<file path="src/rtl/led7_scan_pkg.sv">
// Shared types, segment patterns and helpers for the 7-segment scanner.
// Optional build macro: LED7_SCAN_LZ_BLANK_EN (leading-zero suppression).
package led7_scan_pkg;

  typedef logic [3:0] nibble_t;

  localparam logic [6:0] SEG_0     = 7'h40;
  localparam logic [6:0] SEG_1     = 7'h79;
  localparam logic [6:0] SEG_2     = 7'h24;
  localparam logic [6:0] SEG_3     = 7'h30;
  localparam logic [6:0] SEG_4     = 7'h19;
  localparam logic [6:0] SEG_5     = 7'h12;
  localparam logic [6:0] SEG_6     = 7'h02;
  localparam logic [6:0] SEG_7     = 7'h78;
  localparam logic [6:0] SEG_8     = 7'h00;
  localparam logic [6:0] SEG_9     = 7'h18;
  localparam logic [6:0] SEG_BLANK = 7'h7F;

  function automatic int clog2(input int v);
    int r;
    r = 0;
    for (int i = 0; i < 31; i++)
      if ((1 << i) < v) r = i + 1;
    return r;
  endfunction

  // Active-low gfedcba; non-BCD nibbles show blank
  function automatic logic [6:0] led7_decode(input nibble_t n);
    logic [6:0] s;
    unique case (n)
      4'd0:    s = SEG_0;
      4'd1:    s = SEG_1;
      4'd2:    s = SEG_2;
      4'd3:    s = SEG_3;
      4'd4:    s = SEG_4;
      4'd5:    s = SEG_5;
      4'd6:    s = SEG_6;
      4'd7:    s = SEG_7;
      4'd8:    s = SEG_8;
      4'd9:    s = SEG_9;
      default: s = SEG_BLANK;
    endcase
    return s;
  endfunction

endpackage

</file>
<file path="src/rtl/led7_scan_tick.sv">
// Digit-slot prescaler: slot-end tick and anti-ghosting blank window flag.
// Counter is held at zero while disabled so each enable starts a fresh slot.
module led7_scan_tick
  import led7_scan_pkg::*;
#(
  parameter int PRESCALE     = 50000,
  parameter int BLANK_CYCLES = 16
) (
  input  logic clk,
  input  logic rst,
  input  logic en,
  output logic tick,
  output logic blank
);

  localparam int CW = clog2(PRESCALE);

  logic [CW-1:0] cnt;

  assign tick  = en && (cnt == CW'(PRESCALE - 1));
  assign blank = int'(cnt) < BLANK_CYCLES;

  always_ff @(posedge clk or posedge rst) begin
    if (rst)
      cnt <= '0;
    else if (!en || tick)
      cnt <= '0;
    else
      cnt <= cnt + CW'(1);
  end

endmodule

</file>
<file path="src/rtl/led7_scan.sv">
// Multiplexed common-anode 7-segment driver with double-buffered value.
// Optional build macro: LED7_SCAN_LZ_BLANK_EN (leading-zero suppression).
module led7_scan
  import led7_scan_pkg::*;
#(
  parameter int DIGITS       = 4,
  parameter int PRESCALE     = 50000,
  parameter int BLANK_CYCLES = 16
) (
  input  logic                  i_w_clk,
  input  logic                  i_w_reset,
  input  logic                  i_w_en,
  input  logic [4*DIGITS-1:0]   i_w_values,
  input  logic                  i_w_load,
  output logic [6:0]            o_w_seg,
  output logic [DIGITS-1:0]     o_w_an,
  output logic                  o_w_frame_done,
  output logic                  o_w_pending
);

  localparam int IW = clog2(DIGITS);

  logic [IW-1:0]       idx;
  logic [4*DIGITS-1:0] active_q;
  logic [4*DIGITS-1:0] shadow_q;
  logic                pending;
  logic                tick;
  logic                blank;
  logic                wrap;
  logic                on;
  logic [DIGITS-1:0]   sup;
  nibble_t             cur;
  logic [6:0]          seg_next;

  led7_scan_tick #(
    .PRESCALE     (PRESCALE),
    .BLANK_CYCLES (BLANK_CYCLES)
  ) u_tick (
    .clk   (i_w_clk),
    .rst   (i_w_reset),
    .en    (i_w_en),
    .tick  (tick),
    .blank (blank)
  );

  assign wrap           = tick && (idx == IW'(DIGITS - 1));
  assign on             = i_w_en && !blank;
  assign cur            = active_q[4*idx +: 4];
  assign o_w_frame_done = wrap;
  assign o_w_pending    = pending;

`ifdef LED7_SCAN_LZ_BLANK_EN
  logic lead;
  always_comb begin
    sup  = '0;
    lead = 1'b1;
    for (int k = DIGITS - 1; k > 0; k--) begin
      sup[k] = lead && (active_q[4*k +: 4] == 4'h0);
      lead   = lead && ((active_q[4*k +: 4] == 4'h0) ||
                        (active_q[4*k +: 4] > 4'h9));
    end
  end
`else
  assign sup = '0;
`endif

  assign seg_next = sup[idx] ? SEG_BLANK : led7_decode(cur);

  always_ff @(posedge i_w_clk or posedge i_w_reset) begin
    if (i_w_reset)
      idx <= '0;
    else if (!i_w_en || wrap)
      idx <= '0;
    else if (tick)
      idx <= idx + IW'(1);
  end

  // A load on the wrap edge bypasses the shadow so it lands in this frame
  always_ff @(posedge i_w_clk or posedge i_w_reset) begin
    if (i_w_reset) begin
      active_q <= '1;
      shadow_q <= '1;
      pending  <= 1'b0;
    end else if (i_w_load && wrap) begin
      active_q <= i_w_values;
      shadow_q <= i_w_values;
      pending  <= 1'b0;
    end else if (i_w_load) begin
      shadow_q <= i_w_values;
      pending  <= 1'b1;
    end else if (pending && (wrap || !i_w_en)) begin
      active_q <= shadow_q;
      pending  <= 1'b0;
    end
  end

  always_ff @(posedge i_w_clk or posedge i_w_reset) begin
    if (i_w_reset) begin
      o_w_seg <= SEG_BLANK;
      o_w_an  <= '1;
    end else if (on) begin
      o_w_seg <= seg_next;
      o_w_an  <= ~(DIGITS'(1) << idx);
    end else begin
      o_w_seg <= SEG_BLANK;
      o_w_an  <= '1;
    end
  end

endmodule

</file>
<file path="config.mk">
export PLATFORM = sky130hd
export DESIGN_NAME = led7_scan
export DESIGN_NICKNAME = d
export VERILOG_FILES = /design/src/rtl/led7_scan_pkg.sv /design/src/rtl/led7_scan_tick.sv /design/src/rtl/led7_scan.sv
export SDC_FILE = /design/constraint.sdc
export NUM_CORES = 1
export LEC_CHECK = 0
export ABC_AREA = 1
export CAP_MARGIN = 20
export CORE_AREA = 4 4 82 84
export DETAILED_ROUTE_END_ITERATION = 10
export DIE_AREA = 0 0 86 88
export PLACE_DENSITY = 0.76
export SYNTH_ARGS = -nofsm -noshare
export SYNTH_HDL_FRONTEND = slang
export SYNTH_SLANG_ARGS = --single-unit
</file>
<file path="constraint.sdc">
create_clock -name i_w_clk -period 3.7 [get_ports i_w_clk]
set_clock_uncertainty 0.1 [all_clocks]
set_input_delay 0.555 -clock i_w_clk [delete_from_list [all_inputs] [get_ports i_w_clk]]
set_output_delay 0.555 -clock i_w_clk [all_outputs]
set_load 0.005 [all_outputs]
</file>
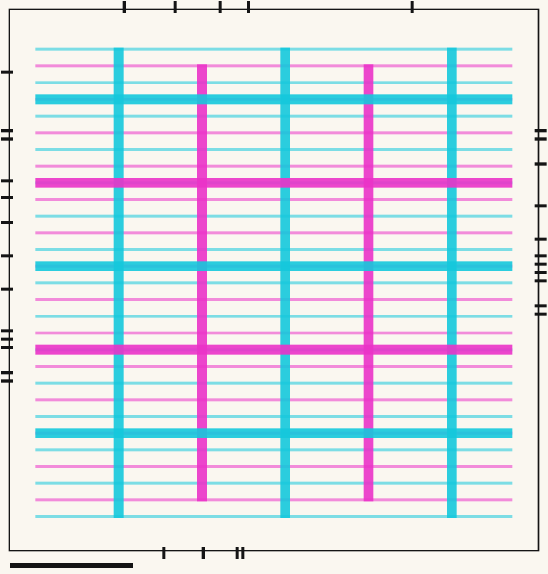
Figure 1: run 1, PDN straps and rails.
Scale bar: 20 um. Pins as bars on the die edge.
legend:
  magenta:
    net: VDD
  cyan:
    net: VSS
met5 straps: 5
rows: 28
met1 rails: 29
signal pins: 33
core box area: 0.005921 mm2
Die W: 86 um
maximum VDD drop: 0.0002403 V
Die Ht: 88 um

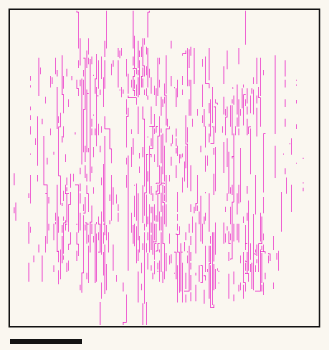
Figure 2: run 1, metal 2.
Scale bar: 20 um.
longest straight run: 34.0 um
share of all routed wire: 44%
DR vias: 2660
met2 Usage GRT: 0.2887
DRT Wirelength: 6.393 mm

==> results.sh, run 1 <==
# physical design summary
export IMPL_status="finished, final reports clean"
export IMPL_path_max_fanout=12
export IMPL_path_cells="ha_1 -> nand3_2 -> nor2_1 -> clkdlybuf4s50_1"
export IMPL_final_hold_violation_count=0
export IMPL_slew_viol_final=0
export IMPL_power_top_group="sequential cells"
export IMPL_clk_latency_ps=330
export IMPL_p_sw_mw=0.4077
export IMPL_globalRouteOverflowTotal=0
export IMPL_setup_viol=0
export IMPL_tap_cells=75
export IMPL_sh_seq_area=0.4257
export IMPL_final_nets=473
export IMPL_fp_util=0.5480
export IMPL_holdWs_ps=363.8
export IMPL_path_class="reg -> out"
export IMPL_powerDensity_mw_per_mm2=396.4
export IMPL_period_minus_slack_ps=2798
export IMPL_ys_seq_share=0.4948
export IMPL_fp_nets=438
export IMPL_ys_cells=408
export IMPL_routedWlPerCell_um=12.22
export IMPL_logic_area_mm2=0.001365
export IMPL_drtPass1Iterations=4
export IMPL_place_ws_ps=1003
export IMPL_clock_cell_area_share=0.04048
export IMPL_seq_power_mw=0.796
export IMPL_fill_cells=557
export IMPL_port_buffers=32
export IMPL_vias_per_cell=5.086
export IMPL_grt_pass1_wl_mm=11.39
export IMPL_tightestPinTransition_ps=984.8
export IMPL_post_cts_buffers=0
export IMPL_cts_resized=0
export IMPL_pg_comb_mw=0.212
export IMPL_fmax_mhz=357.4
export IMPL_p_total_mw=1.495
export IMPL_ant_nets=0
export IMPL_synth_cells=408
export IMPL_netlist_area_mm2=0.003244
export IMPL_dp_hpwl_mm=4.666
export IMPL_place_area_mm2=0.003618
export IMPL_instances_no_fill=523
export IMPL_cpMaxStageDelayCell="dfrtp_1"
export IMPL_p_clk_frac=0.326
export IMPL_buffer_area_frac=0.09091
export IMPL_yosys_warnings=0
export IMPL_grt_pass1_vias=2520
export IMPL_diodes=0
export IMPL_slew_headroom=0.3404
export IMPL_area_delta_synth_final_pct=16.24
export IMPL_dp_cells=507
export IMPL_grt_antenna_before_repair=0
export IMPL_grt_start_max_net_pins=41
export IMPL_arrival_ps=2140
export IMPL_rsz0062_at_grt="false"
export IMPL_totalNegativeSetupSlack_ps=0
export IMPL_cp_required_ps=3040
export IMPL_regArea_mm2=0.001605
export IMPL_nClkBuffers=14
export IMPL_seq_cell_count=62
export IMPL_switching_share=0.2727
export IMPL_cts_sinks=62
export IMPL_cap_violations=0
export IMPL_crit_path_start_kind="flop"
export IMPL_logic_gate_count=279
export IMPL_drive_gt1_frac=0.1696
export IMPL_cts_root_buf="clkbuf_8"
export IMPL_utilization=0.6369
export IMPL_nonClockInverterCount=56
export IMPL_clock_power_mw=0.487
export IMPL_htree_levels=3
export IMPL_clk_pin_slew_ps=60
export IMPL_numCtsBuffers=9
export IMPL_drcViolationCount=0
export IMPL_gp_congestion=0.8811
export IMPL_ios=33
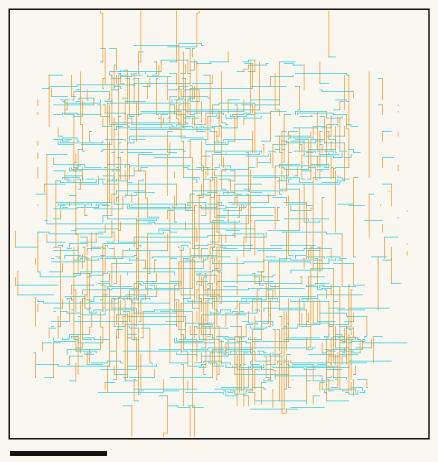
Figure 3: run 1, signal wires by layer.
Scale bar: 20 um. Two of the layers only.
legend:
  orange:
    layer: met2
    wire_length: 2820 um
  cyan:
    layer: met1
    wire_length: 3150 um

==> run 1: flip-flops by register name (all words and copies together), names as in the netlist <==
| register | cells |
|---|---|
| o_w_pending | 1 |
| o_w_seg | 7 |
| u_tick.cnt | 16 |
| o_w_an | 4 |
| active_q | 16 |
| idx | 2 |
| shadow_q | 16 |
==> run 1: cell usage in the layout, fill, tap and decap left out, types with 2 or more instances in the layout <==
cell,count
clkbuf_8,9
dfstp_2,43
nor2_2,4
nand3_1,48
clkinv_2,3
nand2_2,3
o21ai_0,25
dfrtp_1,19
nand2_1,123
ha_1,10
buf_4,3
inv_2,5
clkdlybuf4s50_1,32
o211ai_1,2
nand4_1,12
nor3_1,5
nor2_1,26
inv_1,49
a21oi_1,8
clkbuf_1,5
nand2_4,3
==> run 1: cells in the mapped netlist <==
cell      count  area (um2)
a21boi_1      1       7.510
a21oi_1       8       40.04
a31oi_1       1       6.260
buf_1         2       7.510
buf_2         2       10.01
buf_4         1       7.510
buf_6         2       22.52
clkbuf_1      4       15.01
clkinv_1      1       3.750
clkinv_2      1       5.000
dfrtp_1      19       475.5
dfstp_2      43        1130
ha_1         10       125.1
inv_1        50       187.7
inv_2         4       15.01
nand2_1     123       461.7
nand2_2       3       18.77
nand2_4       3       33.78
nand3_1      48       240.2
nand3_2       1       10.01
nand4_1      12       75.07
nand4_2       1       12.51
nor2_1       26       97.59
nor2_2        4       25.02
nor3_1        5       25.02
nor3_2        1       10.01
nor4_1        1       6.260
o211ai_1      2       15.01
o21a_1        1       7.510
o21ai_0      25       125.1
o21ai_1       1       5.000
xnor2_1       1       8.760
xor2_1        1       8.760
==> run 1: final timing paths <==
| path | cells past startpoint | to | startpoint | slack, ps |
|---|---|---|---|---|
| max in group asynchronous | 3 | active_q[1] | i_w_reset | 2020 |
| hold reg to reg | 2 | shadow_q[12] | shadow_q[12] | 360 |
| min in group asynchronous | 2 | u_tick.cnt[13] | i_w_reset | 610 |
| hold / removal | 2 | shadow_q[12] | shadow_q[12] | 360 |
| setup reg to reg | 10 | active_q[1] | u_tick.cnt[0] | 1430 |
| setup / recovery | 4 | o_w_frame_done | idx[0] | 900 |
==> run 1: critical path, delay by kind of cell (launching register included) <==
kind	cells	cell delay, ps
buffers and inverters	1	530
adders and majority gates	1	360
DFF	1	570
and+or+nand+nor	2	350
==> run 1: kinds of logic (layout without fill, tap and decap cells) <==
| kind of cell | count (synthesis) | in the layout | synth area share |
|---|---|---|---|
| AND/OR/NAND/NOR | 228 | 228 | 0.3131 |
| buffers and inverters | 67 | 107 | 0.08445 |
| flip-flops | 62 | 62 | 0.4948 |
| AND-OR/OR-AND | 39 | 39 | 0.06363 |
| adder cells (fa/ha/maj) | 10 | 10 | 0.03857 |
| XOR/XNOR | 2 | 2 | 0.005400 |
==> run 1: metal layers <==
layer  GRT usage  routed length [um]
met1      0.2648                3146
met2      0.2887                2815
met3     0.03293                 315
met4     0.08489                 116
met5           0                   0
==> run 2, diff against run 1 <==
==> constraint.sdc (replaced) <==
create_clock -name i_w_clk -period 2.6 [get_ports i_w_clk]
set_clock_uncertainty 0.1 [all_clocks]
set_input_delay 0.39 -clock i_w_clk [delete_from_list [all_inputs] [get_ports i_w_clk]]
set_output_delay 0.39 -clock i_w_clk [all_outputs]
set_load 0.005 [all_outputs]
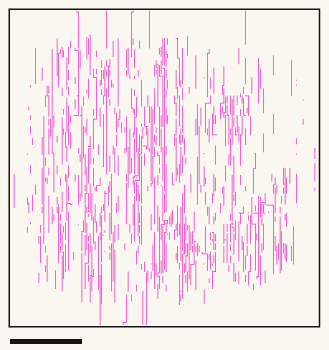
Figure 4: run 2, metal 2.
Scale bar: 20 um.
nets with wire on the layer: 363
main direction: vertical
wire length on this layer: 3010 um
share of all routed wire: 46%

==> run 2 against run 1 <==
  * Clock power increased by 52%
  * Combinational power rose by 45%
  * Flip-flop count unchanged
  * Hold slack got worse by 50 ps
  * Synthesized area did not move
==> results.sh, run 2 <==
# physical design summary
export IMPL_status="finished, final reports clean"
export IMPL_fp_nets=438
export IMPL_htree_levels=3
export IMPL_synthAdderAreaFrac=0.03857
export IMPL_vias=2664
export IMPL_xor_share=0.005399
export IMPL_arrival_ps=1990
export IMPL_switching_share=0.2641
export IMPL_final_nets=477
export IMPL_area_leaders="dfstp_2 (35%), dfrtp_1 (15%), nand2_1 (14%)"
export IMPL_setup_viol=0
export IMPL_cts_root_buf="clkbuf_8"
export IMPL_simple_gate_area_frac=0.3132
export IMPL_diodes=0
export IMPL_top_area_cell="dfstp_2"
export IMPL_fmax_mhz=402.5
export IMPL_crit_path_start_kind="flop"
export IMPL_ys_seq_share=0.4948
export IMPL_drcViolationCount=0
export IMPL_cp_required_ps=2110
export IMPL_globalRouteOverflowTotal=0
export IMPL_path_class="reg -> out"
export IMPL_p_total_mw=2.181
export IMPL_port_buffers=32
export IMPL_drive_gt1_frac=0.1881
export IMPL_place_ws_ps=379.7
export IMPL_netlist_area_mm2=0.003244
export IMPL_synthFlopType="dfstp_2"
export IMPL_grt_pass1_wl_mm=11.39
export IMPL_die_y_um=88
export IMPL_totalNegativeSetupSlack_ps=0
export IMPL_cap_violations=0
export IMPL_edf_count=0
export IMPL_final_hold_violation_count=0
export IMPL_yosys_warnings=0
## run 2: cell counts after synthesis
No cell type changed its count.
## run 2: path summary, 6_finish.rpt
kind,startpoint,to,slack (ps),depth (start not counted)
max,u_tick.cnt[0],o_w_frame_done,120,6
min,i_w_reset,u_tick.cnt[5],310,2
max reg2reg,u_tick.cnt[0],u_tick.cnt[12],740,8
min reg2reg,shadow_q[14],shadow_q[14],370,2
max in group asynchronous,i_w_reset,shadow_q[8],1420,3
min in group i_w_clk,shadow_q[14],shadow_q[14],370,2
## run 2: metrics by stage
stage / instances / cell area [um2]
6_report: 527 / 3846
5_1_grt: 527 / 3846
4_1_cts: 526 / 3825
3_5_place_dp: 510 / 3654
3_3_place_gp: 510 / 3654
2_1_floorplan: 408 / 3244
## run 2: cell families (layout without fill, tap and decap cells)
kind of cell    Yosys count  in the layout
simple gates            228            228
compound gates           39             39
buf+inv                  67            111
fa+ha+maj                10             10
xor+xnor                  2              2
flops                    62             62
## run 2: routing by layer
metal	share of wire	GRT usage
met1	0.47	0.2524
met2	0.46	0.3020
met3	0.046	0.05080
met5	0	0
met4	0.017	0.09065
## run 2: worst max-delay path, stage by stage, from the launching register on
cell             delay (ps)
dfrtp_1                 370
ha_2                    210
nand3_1                 120
nor2_2                  160
nand3_2                 140
nor2_4                  140
clkdlybuf4s50_1         510
## run 2: power groups by stage
stage | sequential (mW) | combinational [mW] | clock [mW]
floorplan | 1.13 | 0.225 | 0
global placement | 1.15 | 0.300 | 0
detailed placement | 1.15 | 0.309 | 0
CTS | 1.13 | 0.311 | 0.760
global route | 1.14 | 0.363 | 0.816
finish | 1.13 | 0.308 | 0.740
## run 2: layout make-up
class / instances / area, um2
tap: 75 / 93.84
clock inverter: 1 / 5.005
clock buffer: 15 / 166.4
inverter: 56 / 211.5
timing repair buffer: 39 / 385.4
multi-input combinational: 279 / 1378
sequential: 62 / 1607
fill: 512 / 2074
## run 2: timing repair
action                                 CTS  global route
setup buffers                            0             1
endpoints found under the hold margin    0             0
setup endpoints to repair                0             1
hold buffers                             0             0
resized                                  0             5
==> run 3, diff against run 2 <==
--- a/config.mk
+++ b/config.mk
@@ -10,7 +10,7 @@
 export CORE_AREA = 4 4 82 84
 export DETAILED_ROUTE_END_ITERATION = 10
 export DIE_AREA = 0 0 86 88
-export PLACE_DENSITY = 0.76
+export PLACE_DENSITY = 0.79
 export SYNTH_ARGS = -nofsm -noshare
 export SYNTH_HDL_FRONTEND = slang
 export SYNTH_SLANG_ARGS = --single-unit
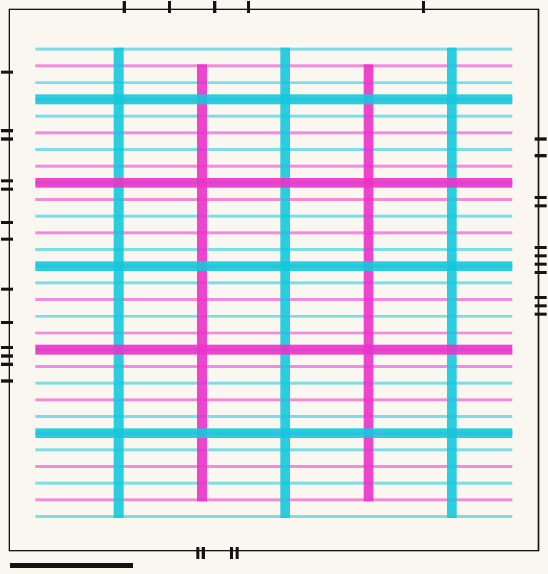
Figure 5: run 3, PDN straps and rails.
Scale bar: 20 um. Pins as bars on the die edge.
legend:
  magenta:
    net: VDD
  cyan:
    net: VSS
met1 rails: 29
met5 straps: 5
rows: 28
signal pins: 33
met4 straps: 5

==> run 3 against run 2 <==
  * Hold slack improved by 5.4 ps
  * Final area is 0.91% higher
  * Critical path depth stayed put
  * Count of clock-buffer cells in the layout is 2 lower
  * Register-to-register slack is essentially flat
  * Synthesized cell count stayed put
  * Highest routed layer unchanged
==> results.sh, run 3 <==
# physical design summary
export IMPL_numCtsBuffers=9
export IMPL_most_common_cell="nand2_1"
export IMPL_powerDensity_mw_per_mm2=606.7
export IMPL_cts_root_buf="clkbuf_8"
export IMPL_area_leaders="dfstp_2 (35%), dfrtp_1 (15%), nand2_1 (14%)"
export IMPL_drcViolationCount=0
export IMPL_chip_area_mm2=0.007568
export IMPL_grt_pass1_wl_mm=11.28
export IMPL_rows=28
export IMPL_rsz0062_at_grt="false"
export IMPL_grt_usage=0.1906
export IMPL_internal_power_mw=1.750
export IMPL_layout_top_cell="nand2_1"
export IMPL_top_area_cell="dfstp_2"
export IMPL_ys_seq_share=0.4948
export IMPL_routedWlPerCell_um=12.54
export IMPL_drive_gt1_frac=0.1933
export IMPL_slew_viol_final=0
export IMPL_p_sw_mw=0.6048
export IMPL_path_max_fanout=4
export IMPL_hp_class="in -> async"
export IMPL_ir_drop_v=0.0004269
export IMPL_ant_nets=0
export IMPL_p_total_mw=2.355
export IMPL_cts_max_path_buffers=2
export IMPL_synth_cells=408
export IMPL_totalNegativeSetupSlack_ps=0
export IMPL_top_area_frac=0.3482
export IMPL_synth_cell_types=33
export IMPL_die_y_um=88
export IMPL_core_area_mm2=0.005921
export IMPL_grt_antenna_before_repair=0
export IMPL_cp_required_ps=2110
export IMPL_final_cell_mix="nand2_1 (123), inv_1 (49), nand3_1 (48), dfstp_2 (43), clkdlybuf4s50_1 (32)"
export IMPL_path_class="reg -> out"
export IMPL_reg_largest_list="active_q x16, shadow_q x16, u_tick.cnt x16"
export IMPL_clk_latency_ps=340
export IMPL_final_area_mm2=0.003881
export IMPL_wl_mm=6.584
export IMPL_arrival_ps=2000
export IMPL_yosys_warnings=0
export IMPL_ios=33
export IMPL_pwr_share_comb=0.130
export IMPL_edf_count=0
export IMPL_common_cells="nand2_1 (123), inv_1 (50), nand3_1 (48)"
export IMPL_vias_per_cell=5.133
export IMPL_status="finished, final reports clean"
export IMPL_endpoint_kind="primary output"
export IMPL_drtPass1Iterations=5
export IMPL_grt_pass1_vias=2488
export IMPL_cts_hold_fix_buffers=0
export IMPL_synth_area_per_cell_um2=7.952
export IMPL_cts_tree="yes"
export IMPL_synthArstFlopShare=1.000
export IMPL_fp_dieW_um=86
export IMPL_tightestPinTransition_ps=563.6
export IMPL_ys_cells=408
export IMPL_netlist_area_mm2=0.003244
export IMPL_vias=2695
export IMPL_slew_headroom=0.6237
export IMPL_htree_levels=3
export IMPL_grt_start_max_net_pins=38
export IMPL_fin_crit_sh=0.9558
export IMPL_switching_share=0.2569
export IMPL_fmax_mhz=402.4
export IMPL_fp_util=0.5480
export IMPL_clk_pin_slew_ps=70
export IMPL_fp_nets=438
export IMPL_setup_viol=0
export IMPL_crit_path_start_kind="flop"
export IMPL_cap_violations=0
export IMPL_cts_sinks=62
export IMPL_port_buffers=32
export IMPL_period_minus_slack_ps=2485
export IMPL_synthFlopType="dfstp_2"
export IMPL_diodes=0
export IMPL_drtIter0Drc=113
export IMPL_setup_slack_ps=115.0
export IMPL_place_area_mm2=0.003646
export IMPL_p_clk_frac=0.389
export IMPL_final_nets=475
export IMPL_gp_congestion=0.8334
export IMPL_final_hold_violation_count=0
export IMPL_yosysChipArea_mm2=0.003244
export IMPL_tool_warnings=33
export IMPL_leakage_nw=1.802
export IMPL_globalRouteOverflowTotal=0
export IMPL_place_ws_ps=423.9
run 3: cell counts after synthesis:
Identical to the previous run, type by type.
run 3: kinds of logic after synthesis:
logic type	share of synthesized area
xor gates and xnor gates	0.005400
buffers and inverters	0.08445
AOI/OAI and AO/OA	0.06363
adders and majority gates	0.03857
and+or+nand+nor	0.3131
DFF	0.4948
run 3: final timing paths:
| check | from | endpoint | slack (ps) | cells past startpoint |
|---|---|---|---|---|
| worst max-delay path | u_tick.cnt[0] | o_w_frame_done | 110 | 6 |
| worst min-delay path | i_w_reset | u_tick.cnt[12] | 320 | 2 |
| worst max register to register | u_tick.cnt[0] | active_q[1] | 730 | 11 |
| worst min register to register | shadow_q[11] | shadow_q[11] | 360 | 2 |
| max in group asynchronous | i_w_reset | shadow_q[11] | 1430 | 3 |
| min in group i_w_clk | shadow_q[11] | shadow_q[11] | 360 | 2 |
run 3: cell type report:
cell class              count  area (um2)
multi-input cells         279        1380
inverters                  56       211.5
clock buffers              13       178.9
fillers                   492        2039
clock inverters             3       40.04
flip-flops and latches     62        1607
well taps                  75       93.84
repair buffers             37       370.4
run 3: worst max-delay path, stage by stage, from the launching register on:
cell and delay [ps]:
dfrtp_1 370, ha_2 210, nand3_1 130, nor2_2 170, nand3_4 130, nor2_2 120
clkdlybuf4s50_1 510
run 3: metal layers:
layer	track usage	vias up	part of all wire	wire length, um
met5	0	-	0	0
met4	0.09353	0	0.025	166
met3	0.05927	12	0.051	333
met2	0.2859	57	0.46	3038
met1	0.2509	1251	0.46	3045
li1	-	1375	-	-
run 3: power by group through the flow:
stage / sequential, mW / combinational [mW] / clock (mW)
floorplan: 1.13 / 0.225 / 0
global placement: 1.14 / 0.297 / 0
detailed placement: 1.15 / 0.307 / 0
CTS: 1.13 / 0.308 / 0.936
global route: 1.14 / 0.355 / 0.976
finish: 1.13 / 0.307 / 0.917
run 3: per-stage QoR:
stage,instances,hold WS [ps],utilization
final,525,318.8,0.6555
after global routing,525,352.5,0.6555
after global placement,509,343.4,0.6158
after detailed placement,509,354.2,0.6158
after CTS,525,333.0,0.6528
after floorplan,408,332.9,-
run 3: what timing repair did:
| action | in CTS | in global routing |
|---|---|---|
| endpoints found under the hold margin | 0 | 0 |
| setup endpoints to repair | 0 | 1 |
| setup buffers | 0 | 0 |
| gates resized | 0 | 5 |

==> gallery <==
Signal wires on met3.
shot_01.png
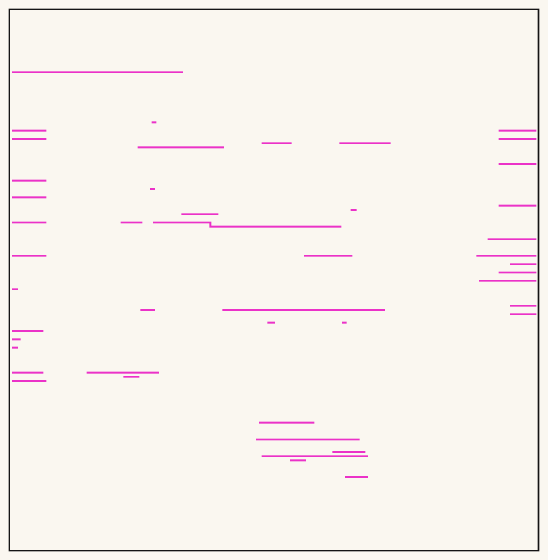
shot_02.png
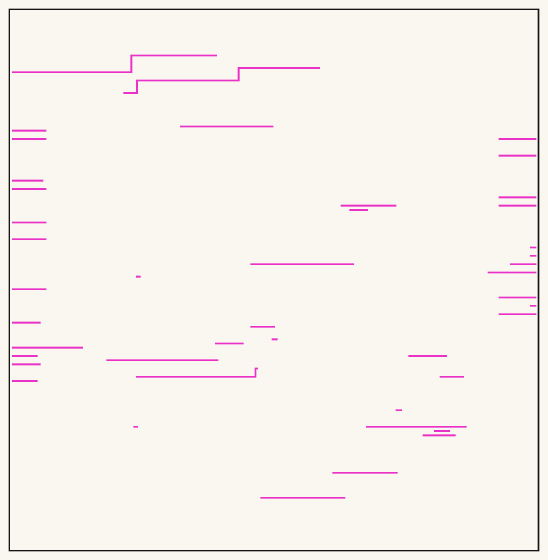
shot_03.png
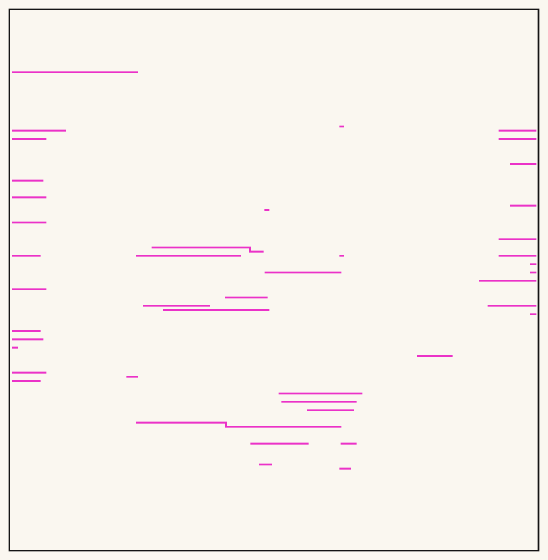
For run 1, see shot_01.png.
For run 3, see shot_02.png.
For run 2, see shot_03.png.

Key to shot_03.png:
main direction: horizontal
longest straight run: 20.2 um
nets with wire on the layer: 35
wire length on this layer: 300 um
share of all routed wire: 4.6%

No activity file was given, so power comes from the tool's default toggle rates.
